$ cat src/rtl/out_port_pkg.sv
// Shared types for the handshaked output port: handshake FSM states and default buffer depth.
package out_port_pkg;
  localparam int DEFAULT_DEPTH = 4;

  typedef enum logic [1:0] {
    IDLE    = 2'd0,
    PRESENT = 2'd1,
    RELEASE = 2'd2
  } hs_state_t;
endpackage

$ cat src/rtl/sync_fifo.sv
// Single-clock FIFO with occupancy count; pushes while full and pops while empty are ignored.
import out_port_pkg::*;

module sync_fifo #(
  parameter int DEPTH = DEFAULT_DEPTH,
  parameter int WIDTH = 32
) (
  input  logic                     clk,
  input  logic                     clr,
  input  logic                     push,
  input  logic                     pop,
  input  logic [WIDTH-1:0]         wdata,
  output logic [WIDTH-1:0]         rdata,
  output logic                     full,
  output logic                     empty,
  output logic [$clog2(DEPTH):0]   count
);
  localparam int AW = $clog2(DEPTH);
  localparam int CW = AW + 1;

  logic [WIDTH-1:0] mem [DEPTH];
  logic [AW-1:0]    wptr, rptr;
  logic             do_push, do_pop;

  assign full    = (count == CW'(DEPTH));
  assign empty   = (count == '0);
  assign do_push = push && !full;
  assign do_pop  = pop && !empty;
  assign rdata   = mem[rptr];

  // storage carries no reset; only pointers and count define validity
  always_ff @(posedge clk) begin
    if (do_push) mem[wptr] <= wdata;
  end

  always_ff @(posedge clk or negedge clr) begin
    if (!clr) begin
      wptr  <= '0;
      rptr  <= '0;
      count <= '0;
    end else begin
      if (do_push) wptr <= wptr + AW'(1);
      if (do_pop)  rptr <= rptr + AW'(1);
      case ({do_push, do_pop})
        2'b10:   count <= count + CW'(1);
        2'b01:   count <= count - CW'(1);
        default: count <= count;
      endcase
    end
  end
endmodule

$ cat src/rtl/output_port_hs.sv
// CPU output port: buffers bus writes and delivers them to a device over a four-phase valid/ack handshake.
import out_port_pkg::*;

module output_port_hs #(
  parameter int DEPTH = DEFAULT_DEPTH
) (
  input  logic                    clk,
  input  logic                    clr,
  input  logic [31:0]             busMuxOut,
  input  logic                    outPortIn,
  input  logic                    ovfClr,
  input  logic                    outAck,
  output logic [31:0]             outputUnit,
  output logic                    outValid,
  output logic                    full,
  output logic                    empty,
  output logic [$clog2(DEPTH):0]  count,
  output logic                    overflow
);
  hs_state_t   state;
  logic [31:0] head;
  logic        pop;

  assign pop = (state == IDLE) && !empty;

  sync_fifo #(.DEPTH(DEPTH), .WIDTH(32)) u_fifo (
    .clk   (clk),
    .clr   (clr),
    .push  (outPortIn),
    .pop   (pop),
    .wdata (busMuxOut),
    .rdata (head),
    .full  (full),
    .empty (empty),
    .count (count)
  );

  always_ff @(posedge clk or negedge clr) begin
    if (!clr) begin
      state      <= IDLE;
      outputUnit <= '0;
      outValid   <= 1'b0;
    end else begin
      case (state)
        IDLE: if (!empty) begin
          outputUnit <= head;
          outValid   <= 1'b1;
          state      <= PRESENT;
        end
        PRESENT: if (outAck) begin
          outValid <= 1'b0;
          state    <= RELEASE;
        end
        RELEASE: if (!outAck) state <= IDLE;
        default: begin
          outValid <= 1'b0;
          state    <= IDLE;
        end
      endcase
    end
  end

  // a dropped write wins over a simultaneous clear
  always_ff @(posedge clk or negedge clr) begin
    if (!clr)                   overflow <= 1'b0;
    else if (outPortIn && full) overflow <= 1'b1;
    else if (ovfClr)            overflow <= 1'b0;
  end
endmodule

$ cat config.mk
export PLATFORM = sky130hd
export DESIGN_NAME = output_port_hs
export DESIGN_NICKNAME = d
export VERILOG_FILES = /design/src/rtl/out_port_pkg.sv /design/src/rtl/sync_fifo.sv /design/src/rtl/output_port_hs.sv
export SDC_FILE = /design/constraint.sdc
export NUM_CORES = 1
export LEC_CHECK = 0
export CAP_MARGIN = 20
export CORE_MARGIN = 3
export CORE_UTILIZATION = 46
export CTS_CLUSTER_SIZE = 8
export DETAILED_ROUTE_END_ITERATION = 16
export DONT_BUFFER_PORTS = 1
export PLACE_DENSITY = 0.6
export SLEW_MARGIN = 20
export SYNTH_ARGS = -nofsm -noshare
export SYNTH_HDL_FRONTEND = slang
export SYNTH_SLANG_ARGS = --single-unit
$ cat constraint.sdc
create_clock -name clk -period 2 [get_ports clk]
set_input_delay 0.6 -clock clk [delete_from_list [all_inputs] [get_ports clk]]
set_output_delay 0.6 -clock clk [all_outputs]
set_load 0.05 [all_outputs]
Floorplan with the power grid:
Bar = 20 microns. Pins as bars on the die edge.
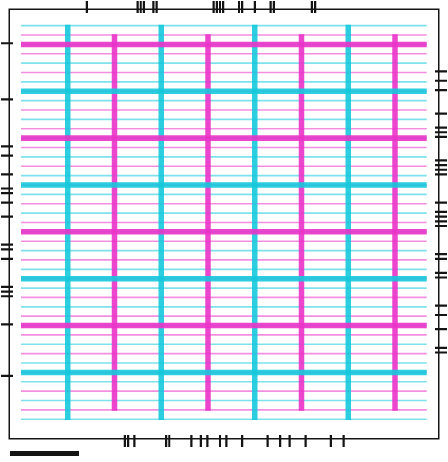
cyan -> VSS
magenta -> VDD
met5 straps = 8
met1 rails = 43
rows = 42
met4 straps = 8
signal pins = 76

Clock wires, drivers and flops:
Bar = 20 microns.
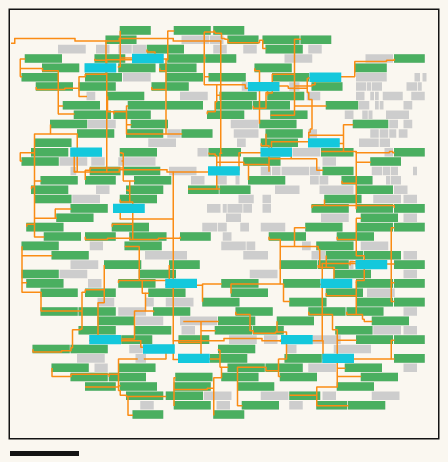
green -> flip-flops  # count 171
orange -> clock wires  # length 1,890 microns
cyan -> clock-net drivers  # count 17
routed clock nets = 18

Routed metal, one colour a layer:
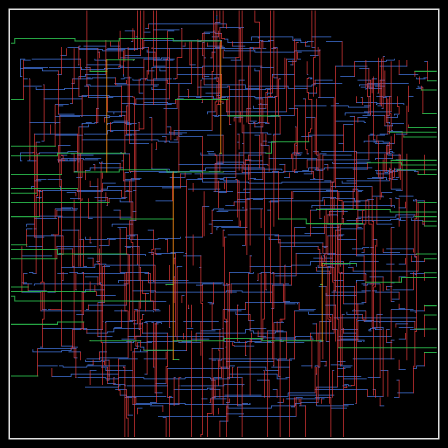
blue -> M1  # wire length 4,460 microns
red -> M2  # wire length 5,530 microns
green -> M3  # wire length 801 microns
orange -> M4  # wire length 142 microns

Placement by cell class:
Bar = 20 microns.
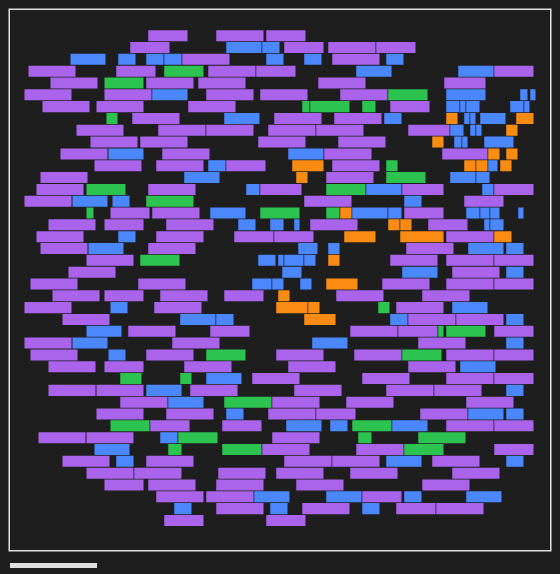
orange -> remaining buffers and delay cells  # cells 23, share of their area 3.6%
purple -> registers  # cells 171, share of their area 68%
green -> clock drivers and dummy loads  # cells 32, share of their area 8.4%
blue -> remaining logic cells  # cells 106, share of their area 20%

==> run summary <==
run results: initial DRC count 205, aoi share 0.00506, fp util 0.478, clk root buf clkbuf_16, Cell area leaders edfxtp_1 60%, dfrtp_1 17%, mux4_2 11%, mux2_2 5.8%, buf_6 1.2%, vias per cell 5.31, area delta synth->final 16.0%, pin count of the biggest net entering global routing 44, grt ovf 0, # clk buffers 18, sequential cell area share 0.661, Mean Syn Cell Area 22.2 sq um, Largest logic family multiplexers, inverter count 9, Num CTS Buffers 17, mux share of post-synthesis cell area 0.170, # rows 42, maximum vdd drop 0.570 mV, XOR/XNOR Area Share 0.00953, Top delay family on crit path flip-flops, internal power 8650 uW, area leader, netlist edfxtp_1, area reported by Yosys stat 0.00643 sq mm, Arrival @ worst endpoint 1.37 ns, max FFs per register 128, multi-input gates 97, Gate power share 0.256, sw frac 0.352, yosys cell count 289, most frequent cells in the layout 128 x edfxtp_1, 38 x dfrtp_1, 33 x mux2_2, status completed, Setup Buffers After CTS 0, power after layout 13,400 uW, Clock Power Share 0.250, DR pass1 iterations 4, vias in the first global route 2,904, Pwr top sequential cells, met1 usage 0.182, largest class registers, simple share 0.0169, Top Registers u_fifo.mem (128), outputUnit (32), u_fifo.count (3), Hold Buf Count CTS 1, clk_lat worst skew 0.42 ns, Die X 124 microns, RR Startpoint u_fifo.count[1], Tot GR Track Use 0.151, ANT cells 0, met2 usage 0.241, fin worst setup slack 0.0311 ns, final antenna-violating net count 0, synth warn 0, Post-synth regs 171, Die Area 0.0154 sq mm, CP endpoint empty, CP Depth 2, final RePlAce weighted congestion 0.679, RSZ-0062 raised after global routing true, initial antenna violation count 0, maximum clock path buffer count 2, most frequent logic cell in the layout edfxtp_1, CP Data Required Time 1.40 ns, asr flop ratio synth 0.251, power per cell area 1790 mW/mm^2, final wirelength 10.9 mm, TritonCTS clock tree yes, grt peak-use layer met2, highest metal used met4, crit end category output pin, Final nets 362, Flop pwr share 0.494, tapcell count 176, I/O Buffers 0, Leakage Power 0.00259 uW, logic share of the area 0.189, Mapped Area 0.00643 sq mm, registers 171, Mapped Cells 289, worst slew margin relative to its limit 0.650, Data buffer area share 0.0352, FILL cells 1,022, met3 Resource Use GR 0.0726, Clock buf/inv share 0.0815, Setup Crit Path Kind reg -> out, Seq. pwr 6600 uW, net count after synthesis 332, met2 routed WL 5.53 mm, Via Count 2,697, DRC viols 0, cycle use final 0.984, share of the synthesized area in the top cell type 0.598, top-level I/O count 76, worst path cell trace nor3_4, buf_6
==> metrics by stage <==
stage	TNS [ns]	hold slack, ns	util	cells	cell area, sq um
3_5_place_dp	0	0.306	0.505	472	6790
4_1_cts	-0.00717	0.0238	0.553	505	7440
6_report	0	0.0346	0.555	508	7460
2_1_floorplan	-7.69	0.304	-	289	6460
3_3_place_gp	0	0.306	0.505	472	6790
5_1_grt	-0.0404	0.0273	0.555	508	7460
==> worst register-to-register path, stage by stage (launching register included) <==
cell and delay (ns):
dfrtp_4 0.51, nor3b_4 0.22, nor2b_2 0.09, inv_2 0.07, ha_4 0.13, inv_2 0.04, fa_2 0.33, xor2_1 0.14
nor2_1 0.11, xor2_1 0.16
Power is estimated from default activity; no workload was simulated.
